[src/rtl/ensemble_pkg.sv]
// rtl/ensemble_pkg.sv - shared constants and agree codes for the ensemble voter
package ensemble_pkg;

    localparam int CLASS_WIDTH = 8;
    localparam int AGREE_WIDTH = 2;

    typedef enum logic [AGREE_WIDTH-1:0] {
        AGREE_SPLIT = 2'd1,
        AGREE_TWO   = 2'd2,
        AGREE_ALL   = 2'd3
    } agree_t;

    // Decision tdata fields sit directly above the label.
    function automatic int agree_lsb(input int class_width);
        return class_width;
    endfunction

    function automatic int mismatch_bit(input int class_width);
        return class_width + AGREE_WIDTH;
    endfunction

endpackage

[src/rtl/ensemble_fifo.sv]
// rtl/ensemble_fifo.sv - synchronous power-of-two FIFO with full/empty flags
module ensemble_fifo #(
    parameter int WIDTH = 9,
    parameter int DEPTH = 4
) (
    input  logic             clk,
    input  logic             rst_n,
    input  logic             push,
    input  logic [WIDTH-1:0] wdata,
    input  logic             pop,
    output logic [WIDTH-1:0] rdata,
    output logic             full,
    output logic             empty
);

    localparam int AW = (DEPTH > 1) ? $clog2(DEPTH) : 1;
    localparam logic [AW:0] DEPTH_CNT = (AW + 1)'(DEPTH);

    logic [WIDTH-1:0] mem [DEPTH];
    logic [AW-1:0]    wr_ptr;
    logic [AW-1:0]    rd_ptr;
    logic [AW:0]      count;
    logic             do_push;
    logic             do_pop;

    assign full    = (count == DEPTH_CNT);
    assign empty   = (count == '0);
    assign rdata   = mem[rd_ptr];
    assign do_push = push & ~full;
    assign do_pop  = pop & ~empty;

    always_ff @(posedge clk) begin
        if (!rst_n) begin
            wr_ptr <= '0;
            rd_ptr <= '0;
            count  <= '0;
        end else begin
            if (do_push) begin
                mem[wr_ptr] <= wdata;
                wr_ptr      <= wr_ptr + 1'b1;
            end
            if (do_pop) begin
                rd_ptr <= rd_ptr + 1'b1;
            end
            if (do_push && !do_pop) begin
                count <= count + 1'b1;
            end else if (!do_push && do_pop) begin
                count <= count - 1'b1;
            end
        end
    end

endmodule

[src/rtl/ensemble_vote.sv]
// rtl/ensemble_vote.sv - three-way majority voter over buffered classifier streams
module ensemble_vote #(
    parameter int DATA_WIDTH  = 32,
    parameter int KEEP_WIDTH  = 4,
    parameter int CLASS_WIDTH = ensemble_pkg::CLASS_WIDTH,
    parameter int FIFO_DEPTH  = 4,
    parameter int TIE_SEL     = 2
) (
    input  logic                  clk,
    input  logic                  rst_n,
    input  logic [DATA_WIDTH-1:0] s_axis_tdata_1,
    input  logic [KEEP_WIDTH-1:0] s_axis_tkeep_1,
    input  logic                  s_axis_tvalid_1,
    output logic                  s_axis_tready_1,
    input  logic                  s_axis_tlast_1,
    input  logic [DATA_WIDTH-1:0] s_axis_tdata_2,
    input  logic [KEEP_WIDTH-1:0] s_axis_tkeep_2,
    input  logic                  s_axis_tvalid_2,
    output logic                  s_axis_tready_2,
    input  logic                  s_axis_tlast_2,
    input  logic [DATA_WIDTH-1:0] s_axis_tdata_3,
    input  logic [KEEP_WIDTH-1:0] s_axis_tkeep_3,
    input  logic                  s_axis_tvalid_3,
    output logic                  s_axis_tready_3,
    input  logic                  s_axis_tlast_3,
    output logic [DATA_WIDTH-1:0] m_axis_tdata,
    output logic [KEEP_WIDTH-1:0] m_axis_tkeep,
    output logic                  m_axis_tvalid,
    input  logic                  m_axis_tready,
    output logic                  m_axis_tlast,
    output logic [31:0]           vote_count,
    output logic [31:0]           split_count
);

    import ensemble_pkg::*;

    localparam int AGREE_LSB = agree_lsb(CLASS_WIDTH);
    localparam int MM_BIT    = mismatch_bit(CLASS_WIDTH);
    localparam int EW        = CLASS_WIDTH + 1;

    logic [2:0]       tvalid_v;
    logic [2:0]       full_v;
    logic [2:0]       empty_v;
    logic [2:0]       last_v;
    logic [EW-1:0]    wdata_v [3];
    logic [EW-1:0]    rdata_v [3];
    logic [CLASS_WIDTH-1:0] lbl [3];
    logic             fire;
    agree_t           agree;
    logic [CLASS_WIDTH-1:0] win_label;
    logic [DATA_WIDTH-1:0]  vote_tdata;
    logic             unused_bits;

    // tkeep is meaningless for a label stream; upper tdata bits are don't-care.
    assign unused_bits = ^{s_axis_tkeep_1, s_axis_tkeep_2, s_axis_tkeep_3,
                           s_axis_tdata_1, s_axis_tdata_2, s_axis_tdata_3};

    assign tvalid_v   = {s_axis_tvalid_3, s_axis_tvalid_2, s_axis_tvalid_1};
    assign wdata_v[0] = {s_axis_tlast_1, s_axis_tdata_1[CLASS_WIDTH-1:0]};
    assign wdata_v[1] = {s_axis_tlast_2, s_axis_tdata_2[CLASS_WIDTH-1:0]};
    assign wdata_v[2] = {s_axis_tlast_3, s_axis_tdata_3[CLASS_WIDTH-1:0]};

    assign s_axis_tready_1 = ~full_v[0];
    assign s_axis_tready_2 = ~full_v[1];
    assign s_axis_tready_3 = ~full_v[2];

    assign fire = ~|empty_v & (~m_axis_tvalid | m_axis_tready);

    for (genvar i = 0; i < 3; i++) begin : g_in
        ensemble_fifo #(
            .WIDTH (EW),
            .DEPTH (FIFO_DEPTH)
        ) u_fifo (
            .clk   (clk),
            .rst_n (rst_n),
            .push  (tvalid_v[i]),
            .wdata (wdata_v[i]),
            .pop   (fire),
            .rdata (rdata_v[i]),
            .full  (full_v[i]),
            .empty (empty_v[i])
        );
        assign lbl[i]    = rdata_v[i][CLASS_WIDTH-1:0];
        assign last_v[i] = rdata_v[i][CLASS_WIDTH];
    end

    always_comb begin
        agree      = AGREE_SPLIT;
        win_label  = lbl[TIE_SEL];
        vote_tdata = '0;
        if (lbl[0] == lbl[1] || lbl[0] == lbl[2]) begin
            win_label = lbl[0];
            agree     = (lbl[0] == lbl[1] && lbl[0] == lbl[2]) ? AGREE_ALL : AGREE_TWO;
        end else if (lbl[1] == lbl[2]) begin
            win_label = lbl[1];
            agree     = AGREE_TWO;
        end
        vote_tdata[CLASS_WIDTH-1:0]             = win_label;
        vote_tdata[AGREE_LSB +: AGREE_WIDTH]    = agree;
        vote_tdata[MM_BIT]                      = (last_v != 3'b000) && (last_v != 3'b111);
    end

    always_ff @(posedge clk) begin
        if (!rst_n) begin
            m_axis_tvalid <= 1'b0;
            m_axis_tdata  <= '0;
            m_axis_tlast  <= 1'b0;
            vote_count    <= '0;
            split_count   <= '0;
        end else begin
            if (fire) begin
                m_axis_tvalid <= 1'b1;
                m_axis_tdata  <= vote_tdata;
                m_axis_tlast  <= |last_v;
                vote_count    <= vote_count + 32'd1;
                if (agree == AGREE_SPLIT) begin
                    split_count <= split_count + 32'd1;
                end
            end else if (m_axis_tready) begin
                m_axis_tvalid <= 1'b0;
            end
        end
    end

    assign m_axis_tkeep = {KEEP_WIDTH{m_axis_tvalid}};

endmodule

[config.mk]
export PLATFORM = sky130hd
export DESIGN_NAME = ensemble_vote
export DESIGN_NICKNAME = d
export VERILOG_FILES = /design/src/rtl/ensemble_pkg.sv /design/src/rtl/ensemble_fifo.sv /design/src/rtl/ensemble_vote.sv
export SDC_FILE = /design/constraint.sdc
export NUM_CORES = 1
export LEC_CHECK = 0
export CAP_MARGIN = 20
export CORE_MARGIN = 2
export CORE_UTILIZATION = 49
export CTS_BUF_LIST = sky130_fd_sc_hd__clkbuf_16
export CTS_CLUSTER_SIZE = 40
export DETAILED_ROUTE_END_ITERATION = 8
export MAX_ROUTING_LAYER = met4
export PLACE_DENSITY = 0.79
export SYNTH_ARGS = -nofsm -noshare
export SYNTH_HDL_FRONTEND = slang
export SYNTH_HIERARCHICAL = 1
export SYNTH_SLANG_ARGS = --single-unit
[constraint.sdc]
create_clock -name clk -period 9.1 [get_ports clk]
set_input_delay 1.82 -clock clk [delete_from_list [all_inputs] [get_ports clk]]
set_output_delay 1.82 -clock clk [all_outputs]
set_load 0.01 [all_outputs]
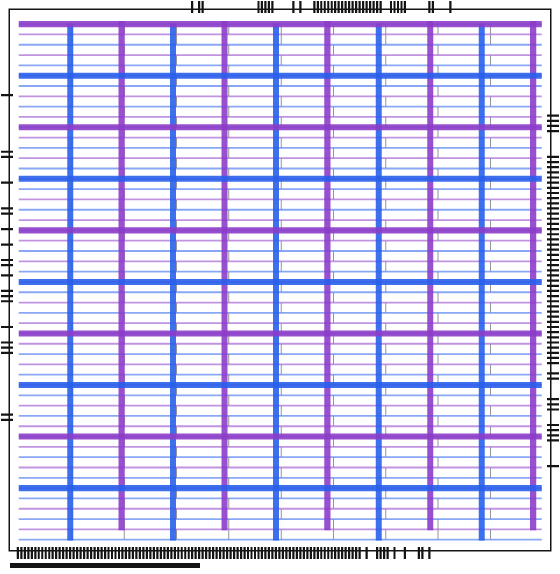
*Floorplan with the power grid, run 1*
Bar = 50 µm. Pins as bars on the die edge. Tap cells in grey.
Blue shows VSS. Purple shows VDD.
234 tap cells. 10 straps on met4.
die span in x: 142.5 µm
vertical die dimension: 142.5 µm
core area: 18770 µm²
largest voltage drop on the vdd net: 0.1986 mV

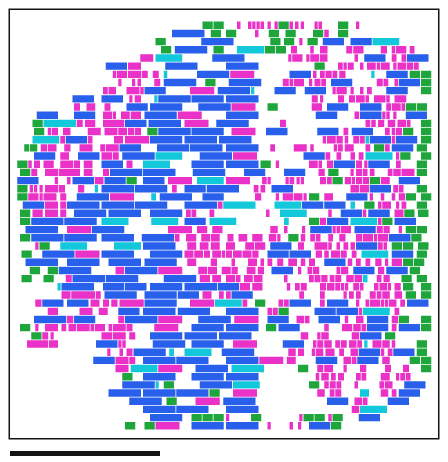
*Cells coloured by class, run 1*
Bar = 50 µm.
Cyan shows clock drivers and dummy loads, cells 41, share of their area 6.6%. Green shows remaining buffers and delay cells, cells 117, share of their area 11%. Blue shows sequential cells, cells 212, share of their area 48%. Magenta shows remaining logic cells, cells 530, share of their area 35%.
final std cell area, no fill: 11320 µm²
count of standard-cell rows: 50
share of the core filled with cells: 60.33%
register share of the cell area: 47.03%

==> run summary, run 1 <==
The layout was made with Yosys and OpenROAD.

The total met2 wirelength after detailed routing is 9457 µm. The floorplan report gives the top-level pin count as 222. The sequential-cell power consumption is 1.19 mW. The total number of sequential cells is 212. The slew check shows that the tightest pin keeps a relative margin of 36.02%.

According to the timing report, the data required time at the worst endpoint equals 9.52 ns. The power group with the highest consumption is registers. The final-stage net count is 1021. The instance tally after logic synthesis is 779. Per the STA report, the cell with the highest stage delay on the worst path is or4_1. The number of global-route vias before repair was 5877.

The critical register-to-register path endpoint is split_count[24]$_SDFFE_PN0P_. In the power breakdown, the internal column shows 1.891 mW. The count of clock tree sinks is 212. The power per cell area is 231.6 nW/µm². Relative to the synthesized area, the layout overhead comes to 20.54%. The detailed router finished its first iteration with 355 violations. The post-route DRC violation count is 0. The report puts the hold buffer count at CTS at 0.

Timing would allow up to ~0.24 GHz. In the final layout, non-clock buffers account for roughly 10% of the cell area. The endpoint of the worst hold path is reported as m_axis_tdata[10]$_SDFFE_PN0P_.

By count the netlist is led by 108 x edfxtp_1, 104 x dfxtp_1, 57 x nand2_1, 43 x a21oi_1. The path type of the worst setup path is input pin to flop. For reference, XOR and XNOR gates occupy 4.849% of the area reported after synthesis. The switching portion of total power comes to 27.89%. Yosys shows that the main logic family after synthesis is simple AND/OR/NAND/NOR gates. For this run, the script counts the antenna cells in the layout as 0. The share of post-route cells with drive strength above 1 is roughly 8.4%. The total chip power is 2.623 mW. The total of endpoints with negative setup slack in the final report is 0.

The initial antenna violation count is 0. In the synthesized netlist, mux cells make up 9.564% of the area. Per STA, the worst path accumulates the most delay in the family simple AND/OR/NAND/NOR gates. The total length of routed wires is 19160 µm. In this run, power in combinational logic comes to 0.531 mW. The clock latency at the later pin of the worst-skew pair is ~0.50 ns. The top layer used by detailed routing is met4. The delay of the slowest cell on the worst path is 0.60 ns.

The reported max-cap violation count is 0. The number of cells on the worst reg-to-reg path is 7. The layout has 23 clock buffers. CTS placed an instance of clkbuf_16 at the clock tree root. The via density per instance is 5.509. The wire length per cell after detailed routing is 16.90 µm. The STA report counts the stages on the worst setup path as 8.

The count of non-filler cells in the finished layout is 1134. The reg2reg setup slack is 5.53 ns. By area the synthesized netlist is led by edfxtp_1 35%, dfxtp_1 22%, mux4_2 6.5%. For this design, Yosys synthesis ends with a cell count of slightly below 800. Before antenna repair, the detailed router went through 7 iterations. The overall chip area is 20290 µm². Setup repair after global routing left no endpoint under its margin. On the worst setup and hold paths after CTS, the clock-pin slew comes to 0.06 ns.

The share of flip-flops with an asynchronous set or reset after synthesis is 0%. The number of CTS-inserted buffers is 23. The flip-flop and latch count after synthesis is around 210. Looking at the clock tree report, the H-tree level count equals 1. The count of plain and timing-repair buffers is 117. The cell group occupying the most layout area is registers.

The measured slew at the worst slew-check pin is 0.9583 ns. The final-layout fill cell count is 1505. After detailed placement, the design holds a cell count of between 1000 and 1500. The synthesized netlist devotes roughly 2.9% of its cell area to adder and majority cells. The share of synthesized cell area in and-or and or-and compound cells is approximately 6.5%. The flow reports that combinational logic draws roughly a fifth of the design power. The run finished with clean final reports. The smallest clock period supported by the final layout is computed as 4.158 ns.

The part of the cycle the worst path needs is 45.70%. The biggest area contributor in the post-synthesis netlist is edfxtp_1. The synthesized area is 9393 µm². The most critical setup path has its startpoint at m_axis_tready. The switching power is 0.7315 mW. For reference, simple AND, OR, NAND and NOR cells occupy between 10% and 20% of the area reported after synthesis. The aggregate global routing overflow is 0. The total number of tap cells is 234. The final weighted congestion recorded by global placement is around 0.79. The share of the core area taken by cells at floorplan is 50.05%. The share of power burned in the clock network is around 35%. The global-route wire length before repair is 30500 µm. The overall fraction of global-route tracks in use is 19.37%. The script extracted a total leakage power of ~3.9 nW. Per the post-synthesis stats, the area per cell is 12.06 µm². The routed layout has 6247 vias. STA classifies the critical path startpoint as an input pin.

The clock buffer and inverter area fraction after layout is 6.476%. The number of slew-limit violations in the final report is 0. The half-perimeter wire length after placement is 13140 µm. By instance count, the leading cell after synthesis is edfxtp_1.

In this run, synthesis inferred 108 flip-flops with an integrated enable. The number of warnings issued by yosys is 6. Per the post-run analysis, buffers plus inverters along the critical path come to 2. Per the repair_timing log after CTS, setup buffers inserted total 0. The number of combinational gates with multiple inputs is approximately 500. The relative contribution of sequential cells to total power is 45.2%. Hold-check failures listed in the final report amount to 0. The kind of end point of the critical path is a flop. The footprint of the flip-flops and latches is about 5300 µm². The launch instance of the worst min-delay path is m_axis_tdata[10]$_SDFFE_PN0P_. After synthesis, the largest area contributor takes up between 30% and 40% of total cell area. TritonCTS built the clock tree. The critical path arrival is 4.58 ns. The met3 wirelength from detailed routing is roughly 980 µm. The number of gates resized after CTS is 0. The post-route report lists met1 wire length as 8354 µm. The combinational gate area is ~3700 µm². The flip-flop cell with the highest count after synthesis is edfxtp_1.

Sequential cells were found to cover 56.69% of the synthesized design area. The largest driver fanout on the critical path is 36. The critical path goes through clkdlybuf4s50_1, nand2b_1, nand2_1, inv_2, nand2_1, or4_1, or4_1, a21oi_1. The share of the final layout cell area in multi-input gates is 32.63%. Entering global routing, the biggest net connects 80 pins. The min-delay analysis places its worst path in the category flop to flop.

The distinct cell type count after synthesis is 49. As logged by OpenROAD, the buffers inserted on ports number between 100 and 150. Summed over all failing endpoints, the final setup total negative slack is 0 ns. Post-synthesis, Yosys gives the total cell area as 9393 µm².

Counting the inverters off the clock network in the layout gives 30. The tally of OpenROAD warnings is 119. Looking at the clock tree report, the maximum root-to-sink buffer count equals 3. Hold analysis shows the worst path with a depth of 2.

In this run the remaining antenna-violating nets after routing total 0. For reference, the critical path is captured by split_count[31]$_SDFFE_PN0P_.
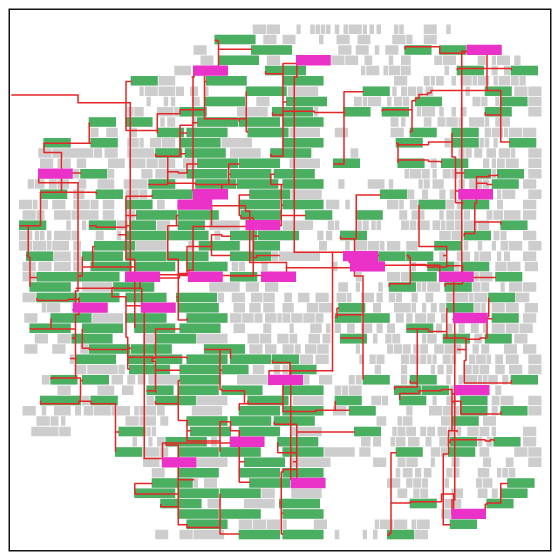
*Clock network drawn from the DEF, run 1*
Magenta shows clock-net drivers, count 23. Green shows flip-flops, count 212. Red shows clock wires, length 2460 µm.
There are 24 routed clock nets.
clock group power: 0.906 mW
Clock Skews: 0.01734 ns

[run 1: cells in the final DEF, fill, tap and decap left out, types with 12 or more instances in the layout]
master | Yosys | layout
a21oi_1 | 43 | 43
and2_1 | 15 | 15
and3_1 | 17 | 17
clkbuf_16 | 0 | 23
clkdlybuf4s50_1 | 0 | 115
conb_1 | 1 | 21
dfxtp_1 | 104 | 104
edfxtp_1 | 108 | 108
ha_1 | 17 | 17
inv_1 | 26 | 29
mux2i_1 | 29 | 29
mux4_2 | 27 | 27
nand2_1 | 57 | 57
nand3_1 | 22 | 22
nand4_1 | 14 | 14
nor2_1 | 26 | 26
nor3_1 | 12 | 12
o21ai_0 | 30 | 30
o31ai_1 | 12 | 12
or3_1 | 26 | 26
or4_1 | 16 | 16
xnor2_1 | 22 | 22
xor2_1 | 30 | 30
[run 1: state kept, by name, summed over array words and instances (netlist names), named ones only]
signal              flops
g_in.u_fifo/wr_ptr      6
g_in.u_fifo/count       9
m_axis_tvalid           1
g_in.u_fifo/rd_ptr      6
split_count            32
m_axis_tlast            1
m_axis_tdata           11
vote_count             32
g_in.u_fifo/mem       108
[run 1: metrics by stage]
| step | setup slack (ns) | area (µm²) | hold WS [ns] |
|---|---|---|---|
| global route | 4.709 | 11320 | 0.4786 |
| CTS | 4.924 | 11320 | 0.4609 |
| finish | 4.942 | 11320 | 0.4580 |
| floorplan | 4.996 | 9468 | 0.4677 |
| global placement | 4.462 | 10590 | 0.4453 |
| detailed placement | 4.401 | 10590 | 0.4529 |
[run 1: per-layer routing]
metal | track usage [%] | vias to the layer above
li1 | - | 3027
met1 | 25.64 | 3029
met2 | 32.01 | 169
met3 | 2.725 | 22
met4 | 4.377 | 0
met5 | - | -
### Wiring by layer, run 1

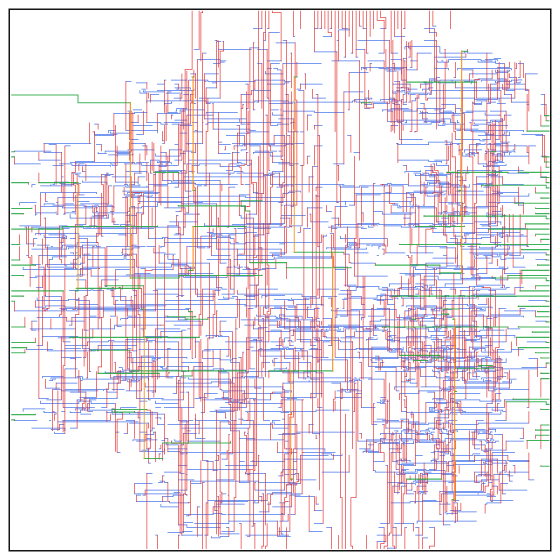

==> run 1 -> run 2 <==
==> constraint.sdc (replaced) <==
create_clock -name clk -period 4.1 [get_ports clk]
set_input_delay 0.82 -clock clk [delete_from_list [all_inputs] [get_ports clk]]
set_output_delay 0.82 -clock clk [all_outputs]
set_load 0.01 [all_outputs]
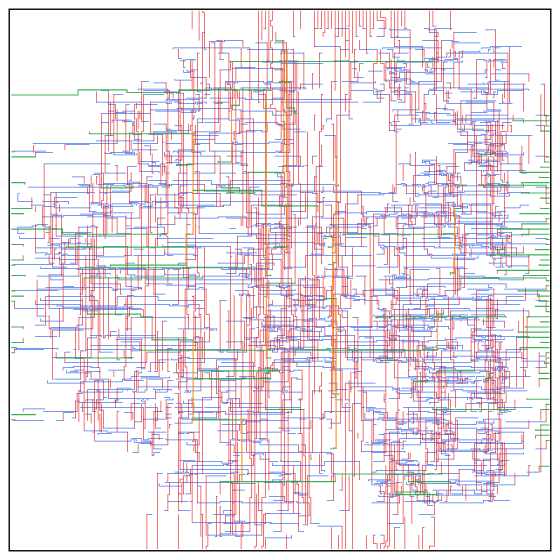
*Wiring by layer, run 2*
Red shows M2, wire length 9070 µm. Blue shows M1, wire length 8590 µm. Green shows M3, wire length 1140 µm. Orange shows M4, wire length 379 µm.
via total after detailed routing: 6256
wire length reported by the detailed router: 19170 µm
overall global routing resource usage: 19.42%

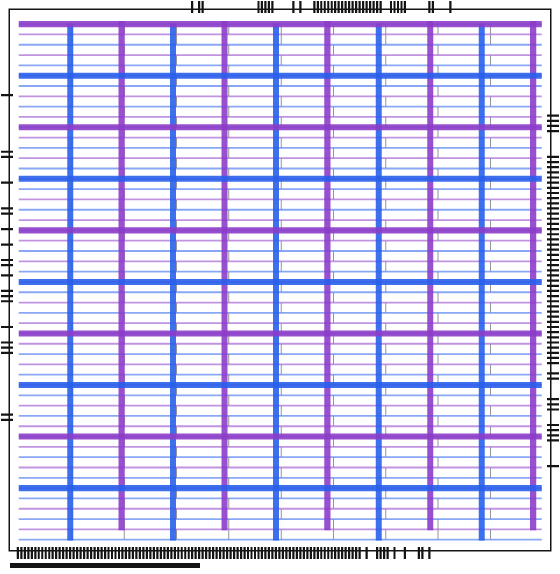
*Floorplan with the power grid, run 2*
Bar = 50 µm. Pins as bars on the die edge. Tap cells in grey.
Blue shows VSS. Purple shows VDD.
222 signal pins sit on the boundary. The core has 50 rows. 234 tap cells.
largest voltage drop on the vdd net: 0.2664 mV

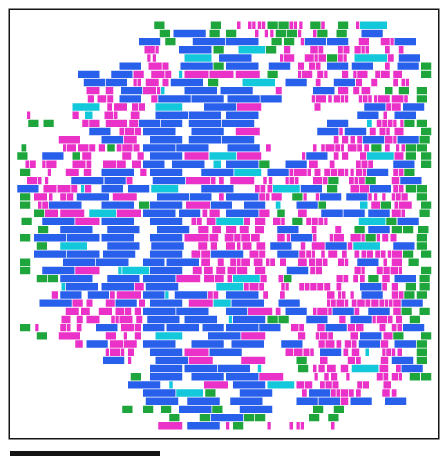
*Cells coloured by class, run 2*
Bar = 50 µm.
Blue shows sequential cells, cells 212, share of their area 48%. Green shows remaining buffers and delay cells, cells 122, share of their area 11%. Cyan shows clock drivers and dummy loads, cells 40, share of their area 6.3%. Magenta shows remaining logic cells, cells 530, share of their area 35%.
register share of the cell area: 47.03%
final std cell area, no fill: 11320 µm²
share of the core filled with cells: 60.33%

==> run 2 against run 1 <==
  * Synthesized cell count did not move
  * Clock power up 110%
  * First-iteration DRC count rose by 7.0%
  * Worst setup slack got worse by 4.0 ns
==> run summary, run 2 <==
The layout was made with Yosys and OpenROAD.

By instance count, the leading cell after synthesis is edfxtp_1. The relative contribution of sequential cells to total power is 46.0%. The cell-mix breakdown from Yosys lists the XOR/XNOR area share as 4.849%. The number of cells reported by Yosys stat comes to 779. The clock period minus worst slack is 3.166 ns. The measured slew at the worst slew-check pin is approximately 0.66 ns. The synthesis run shows multiplexers occupying 9.564% of the cell area. The share of synthesized cell area in and-or and or-and compound cells is under 10%. The number of H-tree levels is 1.

The gate-level netlist out of Yosys references 49 unique cell types. Summed over all nets, the switching power comes to 1.624 mW. From left edge to right edge, the die measures 142.5 µm. The maximum number of pins on one net before global-route repair is 32.

The switching share of power is between 20% and 30%. The tightest hold margin is 0.4678 ns. The critical path goes through mux4_2, xor2_1, nor4_1, a21oi_1, nand3_1, or4_1, a21oi_1. In the layout the commonest cells are 115 x clkdlybuf4s50_1, 108 x edfxtp_1, 104 x dfxtp_1, 57 x nand2_1, 43 x a21oi_1.

For this run the aggregate overflow at the end of global routing stands at 0. The number of warnings issued by yosys is 6. The half-perimeter wire length after placement is 13340 µm. The number of core rows is 50. The clock tree from TritonCTS is done. Static timing analysis puts the maximum clock frequency at ~0.32 GHz.

Using the TritonRoute via totals, the vias-per-cell ratio works out to about 5.5. The number of gates resized after CTS is 0. The count of non-filler cells in the finished layout is 1138. The simple-gate area share of the yosys netlist is between 10 and 15%. The total core area is 18770 µm².

Setup repair after global routing left no endpoint under its margin. Clock tree synthesis found a total of 212 sinks. The number of flip-flops under the largest register name is 108.

The first global-routing pass estimated roughly 30000 µm of wire. For reference, the top cells by area after synthesis are edfxtp_1 35%, dfxtp_1 22%, mux4_2 6.5%. The final weighted congestion in routability-driven placement is 0.8191. The initial DRC count is 380. The top register by number of flip-flops is g_in.u_fifo/mem.

Yosys reports a chip area of 9393 µm². The final timing report lists a hold violation count of 0. The flow ran to the end, and the final reports show no timing, DRC or antenna violations. The worst-case setup slack after placement is 0.5843 ns. Max-slew check failures listed in the final report amount to 0. Synthesis produced 779 cells. The flip-flop and latch count after synthesis is 212. The final worst setup slack is 0.9343 ns. The number of global-route vias before repair is 5879. Sequential cells were found to cover 56.69% of the synthesized design area. Per the timing report, the biggest fanout along the worst path comes to 14.

The fraction of post-synthesis cell area in the top cell type by area is roughly a third. Grouping non-sequential cells by family puts the most area in simple AND/OR/NAND/NOR gates. The final-stage net count is between 1000 and 1500. Looking at the setup timing report, the critical path kind is flop to flop. The run reported a max-capacitance violation count of 0.

After detailed placement, the total cell area comes to 10630 µm². In this run, synthesis inferred 108 flip-flops with an integrated enable. Headroom to the max-slew limit came out at between 50% and 60%.

In this run, the clock network consumes around 33% of the power. The wire length per cell after detailed routing is 16.85 µm. The number of placed I/O pins is 222. The initial antenna violation count is 0.

The worst setup path is captured at a flop.
## run 2: power groups by stage
stage | clock network (mW) | registers [mW] | logic [mW]
after floorplan | 0 | 2.62 | 0.851
after global placement | 0 | 2.67 | 1.17
after detailed placement | 0 | 2.68 | 1.19
after CTS | 1.94 | 2.64 | 1.21
after global routing | 2.03 | 2.67 | 1.32
final | 1.90 | 2.63 | 1.20
## run 2: kinds of logic (layout without fill, tap and decap cells)
kind of cell | count (synthesis) | after routing
muxes | 56 | 56
DFF | 212 | 212
buffers and inverters | 87 | 192
xor gates and xnor gates | 52 | 52
AOI/OAI and AO/OA | 102 | 102
other | 1 | 21
adders and majority gates | 20 | 20
and+or+nand+nor | 249 | 249
## run 2: final timing paths
path,end,slack [ns],cells past startpoint
setup / recovery,split_count[16]$_SDFFE_PN0P_,0.93,7
hold / removal,vote_count[31]$_SDFFE_PN0P_,0.47,2
setup reg to reg,split_count[16]$_SDFFE_PN0P_,0.93,7
hold reg to reg,vote_count[31]$_SDFFE_PN0P_,0.47,2
## run 2: layer usage
metal / part of all wire, % / global-route usage, % / wire length [µm] / vias up
met5: 0 / - / 0 / -
met4: 2.0 / 5.315 / 378 / 0
met3: 5.9 / 3.264 / 1136 / 33
met2: 47 / 30.85 / 9067 / 182
met1: 45 / 26.07 / 8591 / 3007
li1: - / - / - / 3034
## run 2: final cells by class
cell class,count,area [µm²]
fillers,1484,7445
flip-flops and latches,212,5325
multi-input cells,500,3695
repair buffers,122,1201
clock buffers,22,550.5
well taps,234,292.8
clock inverters,18,146.4
inverters,30,112.6
## run 2: worst max-delay path: cells and delay by family, from the launching register on
family          cells  cell delay, ns
xor+xnor            1            0.20
compound gates      2            0.39
simple gates        3            1.07
flops               1            0.74
mux                 1            0.66
Power is estimated from default activity; no workload was simulated.
